==> config.mk <==
export PLATFORM = sky130hd
export DESIGN_NAME = logic_gate_unit
export DESIGN_NICKNAME = d
export VERILOG_FILES = /design/src/rtl/logic_gate_unit.sv
export SDC_FILE = /design/constraint.sdc
export NUM_CORES = 1
export LEC_CHECK = 0
export ABC_AREA = 1
export CORE_MARGIN = 2
export CORE_UTILIZATION = 55
export CTS_CLUSTER_SIZE = 12
export DETAILED_ROUTE_END_ITERATION = 16
export PLACE_DENSITY = 0.79
export SLEW_MARGIN = 40
export SYNTH_ARGS = -nofsm -noshare
export SYNTH_HDL_FRONTEND = slang
export SYNTH_SLANG_ARGS = --single-unit
==> constraint.sdc <==
create_clock -name clk -period 3.9 [get_ports clk]
set_input_delay 0.78 -clock clk [delete_from_list [all_inputs] [get_ports clk]]
set_output_delay 0.78 -clock clk [all_outputs]
set_load 0.03 [all_outputs]
==> src/rtl/logic_gate_unit.sv <==
// -----------------------------------------------------------------------------
// logic_gate_unit
//
// Registered multi-function logic gate with valid/ready handshakes on both
// sides and a single output register stage. One of eight gate functions
// (AND, OR, NAND, NOR, XOR, XNOR, NOT, BUF) is applied in one of three modes:
//   BITWISE : out_y = a op b across WIDTH bits (mode 0, and reserved mode 3)
//   REDUCE  : out_y = zero-extended 1-bit reduction of a (mode 1)
//   ACCUM   : op folded across all beats of a packet, emitted on in_last (mode 2)
//
// Ports
//   clk        rising-edge clock
//   rst        asynchronous, active-high reset
//   in_valid   input beat valid
//   in_ready   input beat accepted when in_valid & in_ready at a clk edge
//   in_a       operand A
//   in_b       operand B (BITWISE only)
//   in_op      0 AND, 1 OR, 2 NAND, 3 NOR, 4 XOR, 5 XNOR, 6 NOT(a), 7 BUF(a)
//   in_mode    0 BITWISE, 1 REDUCE, 2 ACCUM, 3 treated as BITWISE
//   in_last    last beat of an ACCUM packet
//   out_valid  result valid
//   out_ready  consumer accepts result when out_valid & out_ready
//   out_y      result
//   out_beats  number of beats behind out_y, saturating at 2^CNT_W-1
// -----------------------------------------------------------------------------
module logic_gate_unit #(
   parameter int WIDTH = 8,
   parameter int CNT_W = 8
) (
   input  logic             clk,
   input  logic             rst,
   input  logic             in_valid,
   output logic             in_ready,
   input  logic [WIDTH-1:0] in_a,
   input  logic [WIDTH-1:0] in_b,
   input  logic [2:0]       in_op,
   input  logic [1:0]       in_mode,
   input  logic             in_last,
   output logic             out_valid,
   input  logic             out_ready,
   output logic [WIDTH-1:0] out_y,
   output logic [CNT_W-1:0] out_beats
);

   localparam logic [2:0] OP_AND  = 3'd0;
   localparam logic [2:0] OP_OR   = 3'd1;
   localparam logic [2:0] OP_NAND = 3'd2;
   localparam logic [2:0] OP_NOR  = 3'd3;
   localparam logic [2:0] OP_XOR  = 3'd4;
   localparam logic [2:0] OP_XNOR = 3'd5;
   localparam logic [2:0] OP_NOT  = 3'd6;
   localparam logic [2:0] OP_BUF  = 3'd7;

   localparam logic [1:0] MODE_REDUCE = 2'd1;
   localparam logic [1:0] MODE_ACCUM  = 2'd2;

   localparam logic [CNT_W-1:0] CNT_ONE = CNT_W'(1);
   localparam logic [CNT_W-1:0] CNT_MAX = '1;

   typedef enum logic {
      IDLE = 1'b0,
      ACC  = 1'b1
   } state_t;

   // ---------------------------------------------------------------------------
   // Gate functions
   // ---------------------------------------------------------------------------
   function automatic logic [WIDTH-1:0] bitwise_op(input logic [2:0] op,
                                                   input logic [WIDTH-1:0] a,
                                                   input logic [WIDTH-1:0] b);
      logic [WIDTH-1:0] r;
      case (op)
         OP_AND:  r = a & b;
         OP_OR:   r = a | b;
         OP_NAND: r = ~(a & b);
         OP_NOR:  r = ~(a | b);
         OP_XOR:  r = a ^ b;
         OP_XNOR: r = ~(a ^ b);
         OP_NOT:  r = ~a;
         default: r = a;
      endcase
      return r;
   endfunction

   function automatic logic reduce_op(input logic [2:0] op,
                                      input logic [WIDTH-1:0] a);
      logic r;
      case (op)
         OP_AND:  r = &a;
         OP_OR:   r = |a;
         OP_NAND: r = ~&a;
         OP_NOR:  r = ~|a;
         OP_XOR:  r = ^a;
         OP_XNOR: r = ~^a;
         OP_NOT:  r = ~a[0];
         default: r = a[0];
      endcase
      return r;
   endfunction

   // Accumulation uses the non-inverted base operator; the inversion of
   // NAND/NOR/XNOR/NOT is applied once, at emit time, by finalize_op.
   function automatic logic [WIDTH-1:0] accum_op(input logic [2:0] op,
                                                 input logic [WIDTH-1:0] acc,
                                                 input logic [WIDTH-1:0] a);
      logic [WIDTH-1:0] r;
      case (op)
         OP_AND, OP_NAND: r = acc & a;
         OP_OR,  OP_NOR:  r = acc | a;
         OP_XOR, OP_XNOR: r = acc ^ a;
         default:         r = a;       // NOT/BUF: last beat wins
      endcase
      return r;
   endfunction

   function automatic logic [WIDTH-1:0] finalize_op(input logic [2:0] op,
                                                    input logic [WIDTH-1:0] v);
      logic [WIDTH-1:0] r;
      case (op)
         OP_NAND, OP_NOR, OP_XNOR, OP_NOT: r = ~v;
         default:                          r = v;
      endcase
      return r;
   endfunction

   function automatic logic [CNT_W-1:0] cnt_sat_inc(input logic [CNT_W-1:0] c);
      return (c == CNT_MAX) ? c : c + CNT_ONE;
   endfunction

   // ---------------------------------------------------------------------------
   // State
   // ---------------------------------------------------------------------------
   state_t           state_q, state_d;
   logic [2:0]       op_q, op_d;
   logic [WIDTH-1:0] acc_q, acc_d;
   logic [CNT_W-1:0] cnt_q, cnt_d;
   logic             out_valid_q, out_valid_d;
   logic [WIDTH-1:0] out_y_q, out_y_d;
   logic [CNT_W-1:0] out_beats_q, out_beats_d;

   logic             accept;
   logic [WIDTH-1:0] acc_next;
   logic [CNT_W-1:0] cnt_next;

   // in_ready depends combinationally on out_ready so the output register can
   // be refilled in the same cycle it is drained.
   assign in_ready = ~rst & (~out_valid_q | out_ready);
   assign accept   = in_valid & in_ready;

   always_comb begin
      state_d     = state_q;
      op_d        = op_q;
      acc_d       = acc_q;
      cnt_d       = cnt_q;
      out_valid_d = out_valid_q;
      out_y_d     = out_y_q;
      out_beats_d = out_beats_q;
      acc_next    = acc_q;
      cnt_next    = cnt_q;

      // Drained result: clear valid unless a new result is written below.
      if (out_valid_q && out_ready) begin
         out_valid_d = 1'b0;
      end

      if (accept) begin
         if (state_q == ACC) begin
            // Mid-packet: op, mode and b come from the packet's first beat.
            acc_next = accum_op(op_q, acc_q, in_a);
            cnt_next = cnt_sat_inc(cnt_q);
            if (in_last) begin
               out_valid_d = 1'b1;
               out_y_d     = finalize_op(op_q, acc_next);
               out_beats_d = cnt_next;
               acc_d       = '0;
               cnt_d       = '0;
               state_d     = IDLE;
            end else begin
               acc_d = acc_next;
               cnt_d = cnt_next;
            end
         end else if (in_mode == MODE_ACCUM) begin
            op_d     = in_op;
            acc_next = in_a;
            cnt_next = CNT_ONE;
            if (in_last) begin
               out_valid_d = 1'b1;
               out_y_d     = finalize_op(in_op, acc_next);
               out_beats_d = cnt_next;
               acc_d       = '0;
               cnt_d       = '0;
            end else begin
               acc_d   = acc_next;
               cnt_d   = cnt_next;
               state_d = ACC;
            end
         end else if (in_mode == MODE_REDUCE) begin
            out_valid_d = 1'b1;
            out_y_d     = WIDTH'(reduce_op(in_op, in_a));
            out_beats_d = CNT_ONE;
         end else begin
            out_valid_d = 1'b1;
            out_y_d     = bitwise_op(in_op, in_a, in_b);
            out_beats_d = CNT_ONE;
         end
      end
   end

   // ---------------------------------------------------------------------------
   // Registers
   // ---------------------------------------------------------------------------
   always_ff @(posedge clk or posedge rst) begin
      if (rst) begin
         state_q     <= IDLE;
         op_q        <= OP_AND;
         acc_q       <= '0;
         cnt_q       <= '0;
         out_valid_q <= 1'b0;
         out_y_q     <= '0;
         out_beats_q <= '0;
      end else begin
         state_q     <= state_d;
         op_q        <= op_d;
         acc_q       <= acc_d;
         cnt_q       <= cnt_d;
         out_valid_q <= out_valid_d;
         out_y_q     <= out_y_d;
         out_beats_q <= out_beats_d;
      end
   end

   assign out_valid = out_valid_q;
   assign out_y     = out_y_q;
   assign out_beats = out_beats_q;

endmodule

**Met3 routing**

Drawn at 6 px/um.
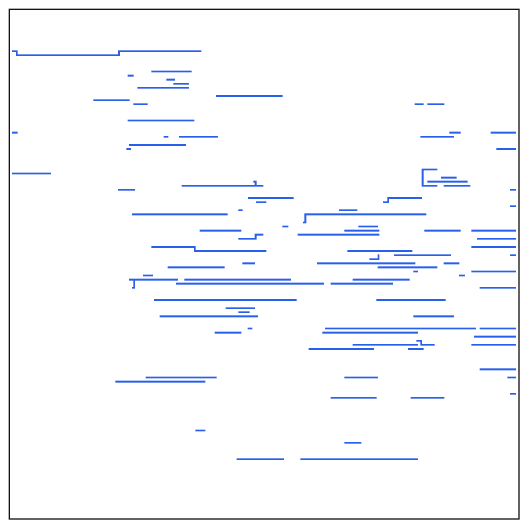
The layer holds 7.3% of the routed length. The longest straight run is 24.8 um. The wires run mostly horizontal. The layer carries 680 um of wire.
vias after detailed routing: 3530
met3 GRT Util: 3.44%
total length of routed wires: 9370 um

**Routing congestion**

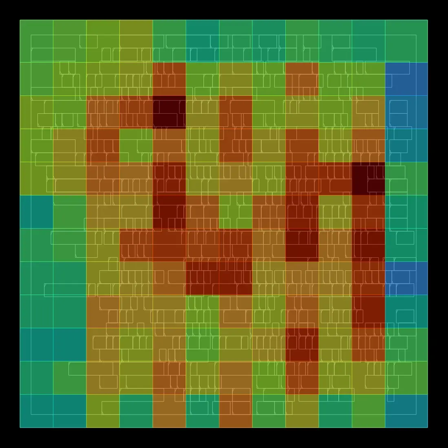
met2 Resource Use GR: 44.4%
wire per inst: 14.8 um

**Selected gate families**

Drawn at 4 px/um.
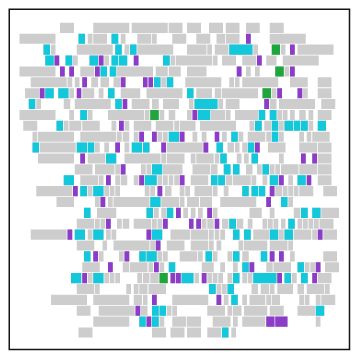
inverters: shown in purple, cells 76, most used inv_1, where widely spread. AND and OR gates: shown in green, cells 5, most used or2_2. inverting AOI/OAI gates: shown in cyan, cells 103, most used a21oi_1, where widely spread.
most numerous logic cell after layout: nand2_1
Non-Filler Instances: 632
Comb area share: 54.9%

**Cells coloured by class**

Drawn at 4 px/um. Fill, decap, tap and diode cells in grey.
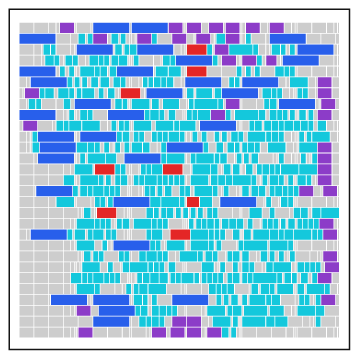
other buffers and delay cells: shown in purple, cells 44. combinational and other logic: shown in cyan, cells 466. clock drivers and dummy loads: shown in red, cells 8. flops: shown in blue, cells 37.
final design instance area without fill: 4120 sq um
placeable core region: 6310 sq um
flip-flop and latch share of the layout cell area: 22.5%
post-layout utilization of the core: 65.2%
standard-cell rows: 29

[worst paths after layout]
check / start / end / slack [ns] / cells past startpoint
max: out_ready / in_ready / 1.00 / 4
max reg2reg: state_q / out_beats[2] / 1.74 / 9
min: out_beats[6] / out_beats[6] / 0.50 / 2
max in group asynchronous: rst / out_y[0] / 2.56 / 3
min reg2reg: out_beats[6] / out_beats[6] / 0.50 / 2
min in group asynchronous: rst / out_y[2] / 0.99 / 3
[cell type report]
cell class              instances  area [sq um]  area share, %
clock inverters                 1          8.76          0.213
clock buffers                   7          96.3           2.34
inverters                      76           293           7.11
well taps                      77          96.3           2.34
flip-flops and latches         37           926           22.5
repair buffers                 44           438           10.6
multi-input cells             390          2260           54.9
==> run summary <==
The synthesis and PnR run went through. Yosys attributes the largest share of cell area to dfrtp_1 (26%), nand2_1 (14%), ha_1 (14%), inv_1 (7.0%), nor2_1 (5.0%). Number of inserted diodes landed at 0. Looking at the power breakdown, the clock network takes 19.5% of the total. By instance count, the leading cell after synthesis is nand2_1. Summing the areas of all xor and xnor instances in the mapped netlist gives 2.37% of the synthesized area. In the final report, the number of hold violations comes to 0. Number of max-cap violations landed at 0. For reference, the critical path cell chain is clkdlybuf4s50_1 -> inv_1 -> a21oi_4 -> clkdlybuf4s50_1.

The cell that appears most often on the critical path is clkdlybuf4s50_1. The layer flagged by global routing as most heavily used is met2. Count of H-tree levels built during CTS landed at 2. The clock passes through at most 2 buffers. Pin placement for this block handled ~44 I/O pins. Post-CTS timing repair inserted 0 buffers for setup. The clock arrives with 0.00716 ns of skew. Post-cts repair resize count landed at 0. Number of warning messages in the yosys log landed at 0.

Proportion of synthesized area in mux cells landed at 0%. Total count of max-transition violations in the final report landed at 0. Total power for the finished layout comes to 1630 uW. The number of antenna violations at the first check in global routing is 0.

The min-delay analysis places its worst path in the category flip-flop to flip-flop. Maximum fanout along the worst path landed at 2. In this run the power density over the cells is 397 nW/um^2. Routed length on met3 landed at 679 um.

The first global-routing pass estimated roughly 16000 um of wire. The largest part of the power goes to combinational cells. Combinational-cell power consumption landed at 774 uW.

Combinational logic burns 47.4% of the power. Counting every instance in the synthesized netlist gives 514. Cell area after synthesis landed at 3580 sq um. The placement stage leaves a total instance area of 4010 sq um. Cells with a size suffix above 1 make up 8.11% of the layout. The synthesized design contains 0 enable-type register cells. Of the total synthesized cell area, the portion taken by AND-OR and OR-AND cells is 17.4%.

From the final report, the count of setup violators was given as 0. On the critical path the largest part of the delay comes from buffers and inverters. Per the synthesis report, the simple-gate share of the synthesized area is 29.1%.

Switching share of power landed at 43.3%. Last weighted congestion value of the routability-driven placer landed at between 0.9 and 1. Clock tree synthesis selected as its root buffer the cell clkbuf_8. After synthesis, flip-flops and latches occupy around 26% of the total area. Counting both buffers and inverters, the worst setup path holds a total of 3. Summed over all nets, the half-perimeter wirelength after detailed placement is 6850 um. DRC violation total after the first TritonRoute iteration landed at 218.

Number of routed nets with antenna violations landed at 0. Measured along the x axis, the die boundary spans between 80 and 90 um. Number of cell instances after yosys synthesis landed at 514. The worst setup path is captured at an output port. Per the slew report, the remaining headroom to the max-slew limit stands at 58.8%. Setup slack on the critical path of the routed design comes to 1.00 ns. TritonCTS built the clock tree. Maximum cell stage delay along the critical path landed at 0.68 ns.

The area growth from synthesis to layout is 14.9%. The floorplan step defined a die boundary enclosing roughly 7200 sq um. The clock period could shrink to 2.90 ns. For reference, full adder, half adder and majority cells occupy about 14% of the area reported after synthesis.

Vertical die dimension landed at 84.7 um. After the last flow step, the layout net total stands at 621. Number of placed cells counting well taps landed at approximately 620. The synthesis report gives the async set-or-reset register share as 100%. Setup repair after global routing left no endpoint under its margin. Largest vdd supply drop landed at 0.248 mV.

The timing report shows that the slowest cell on the worst path is clkdlybuf4s50_1. Summed over all sequential cells, the power is 542 uW. After detailed routing, the met2 layer carries 4310 um of wire. Entering global routing, the biggest net connects 38 pins. Leakage power total landed at 0.00205 uW.

Net count after synthesis landed at 581. The synthesized design devotes to its leading area cell type between 20% and 30% of total area. Number of global-route vias before repair landed at 3308. Clock latency on the worst-skew pair landed at 0.30 ns. The stage logs contain a warning count of 46. In the layout the commonest cells are nand2_1 (137), inv_1 (67), nor2_1 (48), clkdlybuf4s50_1 (43), ha_1 (41).

Initial core utilization landed at 56.8%. Part of the power in registers landed at 33.2%. The net switching power in the latest report is 708 uW. CTS added clock buffers totalling 5.

The area recorded from the Yosys report for this design is approximately 3600 sq um. The worst setup path is launched from an input pin. Met1 track demand over resource landed at 35.9%.

Timing-limited maximum frequency landed at 345 MHz. For this run, the total global-route usage over all layers was measured as 27.2%. Aggregate global routing overflow landed at 0. Final period utilization landed at 74.3%. According to the CTS report, the clock sink count is 37. The run finished with clean final reports.

Among all flip-flop cells after synthesis, the most frequent one is dfrtp_1. Fill cell instance count of the final layout landed at between 500 and 600. Tally of unique sky130hd cells used after synthesis landed at 41.

Total iterations of the first detailed-routing run landed at 5. For reference, the post-synthesis area per instance comes to 6.97 sq um.
Power and IR drop assume default switching activity.
